`config.mk`:
```
export PLATFORM = sky130hd
export DESIGN_NAME = lb4_down_timer
export DESIGN_NICKNAME = d
export VERILOG_FILES = /design/src/rtl/lb4_down_timer.sv
export SDC_FILE = /design/constraint.sdc
export NUM_CORES = 1
export LEC_CHECK = 0
export CAP_MARGIN = 5
export CORE_AREA = 2 2 39 41
export DETAILED_ROUTE_END_ITERATION = 10
export DIE_AREA = 0 0 41 43
export SYNTH_ARGS = -nofsm -noshare
export SYNTH_HDL_FRONTEND = slang
export SYNTH_SLANG_ARGS = --single-unit
```
`constraint.sdc`:
```
create_clock -name CK -period 3.1 [get_ports CK]
set_input_delay 0.62 -clock CK [delete_from_list [all_inputs] [get_ports CK]]
set_output_delay 0.62 -clock CK [all_outputs]
set_load 0.03 [all_outputs]
```
`src/rtl/lb4_down_timer.sv`:
```
// lb4_down_timer: cascadable down-counting timer slice with preload handshake and borrow chain.
// Define LB_DOWN_TIMER_AUTORELOAD_EN to reload from RLD on expiry instead of stopping in EXPIRED.
module lb4_down_timer #(
    parameter int WIDTH = 4
) (
    input  logic             CK,
    input  logic             SR,
    input  logic             LD_VALID,
    output logic             LD_READY,
    input  logic [WIDTH-1:0] LD_DATA,
    input  logic             START,
    input  logic             STOP,
    input  logic             SP,
    input  logic             BI,
    output logic             BO,
    input  logic             TCI,
    output logic [WIDTH-1:0] Q,
    output logic             TC,
    output logic             BUSY
);
    typedef enum logic [1:0] {IDLE, ARMED, RUN, EXPIRED} state_t;
    state_t state_q, state_d;
    logic [WIDTH-1:0] q_q, q_d;
    logic tc_q, tc_d;
    logic ld_fire, dec, exp_ev;
`ifdef LB_DOWN_TIMER_AUTORELOAD_EN
    logic [WIDTH-1:0] rld_q, rld_d;
`endif
    assign BUSY     = state_q == RUN;
    assign LD_READY = state_q != RUN;
    assign ld_fire  = LD_VALID & LD_READY;
    assign dec      = BUSY & SP & BI & ~STOP;
    assign BO       = dec & (q_q == '0);
    // TCI is the MSB slice's BO, so every slice sees exp_ev together
    assign exp_ev   = dec & TCI;
    assign Q        = q_q;
    assign TC       = tc_q;
    always_comb begin
        state_d = state_q;
        q_d     = q_q;
        tc_d    = exp_ev;
`ifdef LB_DOWN_TIMER_AUTORELOAD_EN
        rld_d   = rld_q;
`endif
        if (ld_fire) begin
            q_d     = LD_DATA;
            state_d = ARMED;
`ifdef LB_DOWN_TIMER_AUTORELOAD_EN
            rld_d   = LD_DATA;
`endif
        end else if (state_q == ARMED && START) begin
            state_d = RUN;
        end else if (state_q == RUN && STOP) begin
            state_d = ARMED;
        end else if (exp_ev) begin
`ifdef LB_DOWN_TIMER_AUTORELOAD_EN
            q_d     = rld_q;
`else
            q_d     = '0;
            state_d = EXPIRED;
`endif
        end else if (dec) begin
            q_d     = q_q - WIDTH'(1);
        end
    end
    always_ff @(posedge CK) begin
        if (SR) begin
            state_q <= IDLE;
            q_q     <= '0;
            tc_q    <= 1'b0;
`ifdef LB_DOWN_TIMER_AUTORELOAD_EN
            rld_q   <= '0;
`endif
        end else begin
            state_q <= state_d;
            q_q     <= q_d;
            tc_q    <= tc_d;
`ifdef LB_DOWN_TIMER_AUTORELOAD_EN
            rld_q   <= rld_d;
`endif
        end
    end
endmodule

```
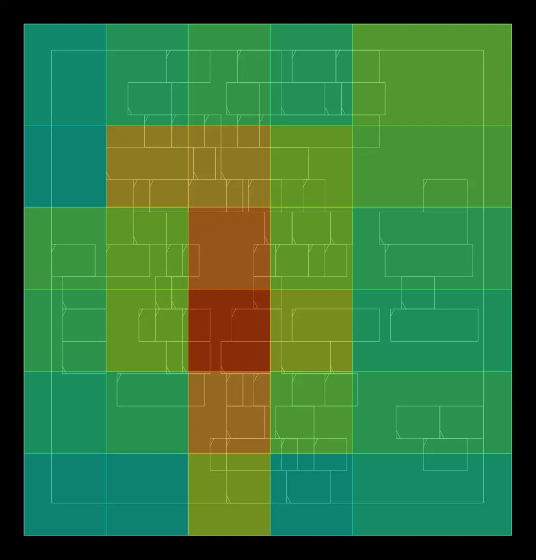
(images/congestion_map.png)
most used routing layer: met1
GR Util All Layers: 13.2%

==> flow_metrics.env <==
# physical design summary
export IMPL_fin_skew_ns=0.00384
export IMPL_postSynthSeqShare_pct=33.3
export IMPL_utilization_pct=47.3
export IMPL_reg2reg_from="state_q[1]"
export IMPL_die_area_um2=1760
export IMPL_clock_area_share_pct=4.02
export IMPL_synth_seq_cells=7
export IMPL_netlist_area_um2=420
export IMPL_first_global_vias=362
export IMPL_cts_htree_levels=1
export IMPL_status="finished clean"
export IMPL_antenna_found_initial=0
export IMPL_nNonClkBuffers=19
export IMPL_cts_buffer_depth=2
export IMPL_max_slew_margin_rel_pct=76.3
export IMPL_rrSetupSlack_ns=1.69
export IMPL_worstSetupEndpoint="BO"
export IMPL_setup_ws_ns=0.294
export IMPL_floorplan_nets=62
export IMPL_wl_met1_um=513
export IMPL_syn_area_per_cell_um2=8.58
export IMPL_setup_viol=0
export IMPL_finalHoldViolations=0
export IMPL_place_gp_congestion=0.800
export IMPL_hold_start="state_q[0]"
export IMPL_ys_sh_xor_pct=2.08
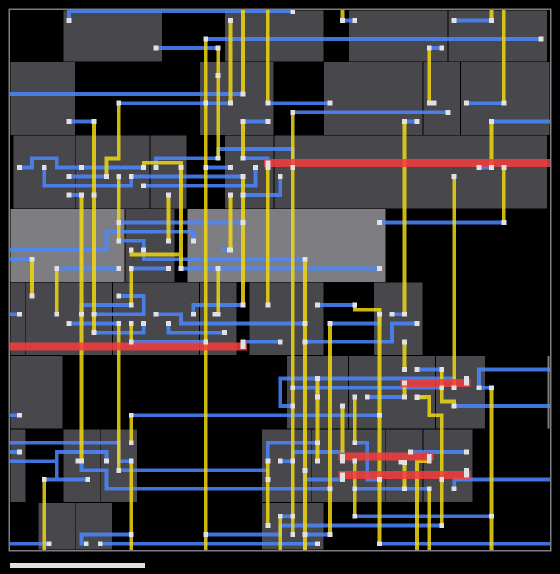
(images/closeup.png)
Scale bar: 5 µm. Window x 10 to 30, y 20 to 40 µm. Cells in gray, sequential cells in the stronger gray; small squares are vias.
[yellow] M2
[red] M3
[blue] M1
most frequent: clkdlybuf4s50_1 (7), inv_1 (6), nor3_1 (3)
netlist names of flops here include: `state_q` (2)
cells with their middle in the window: 35
sequential cells in the window: 2

## synthesized netlist by cell type
cell type	n	share of area, %
a31oi_1	3	4.5
nand4bb_4	1	6.5
o21ai_0	2	2.4
ha_1	1	3.0
or2_2	1	1.5
a21oi_1	2	2.4
nor2b_1	1	1.5
nor4b_1	1	2.1
o221a_2	3	8.0
a311oi_1	1	2.1
o31ai_1	1	1.8
o31a_1	1	2.1
nand2_1	2	1.8
xnor2_1	1	2.1
o211ai_1	1	1.8
dfxtp_1	7	33
o22ai_1	1	1.5
or2b_1	1	1.8
inv_1	10	8.9
nor3_1	3	3.6
or4_1	2	3.6
a41oi_1	1	2.1
nor2_1	2	1.8
## power by group
part | internal (mW) | switching [mW]
Combinational | 0.0347 | 0.0276
Sequential | 0.0958 | 0.00775
Clock | 0.0491 | 0.0335
Total | 0.180 | 0.0688
Power and IR drop assume default switching activity.
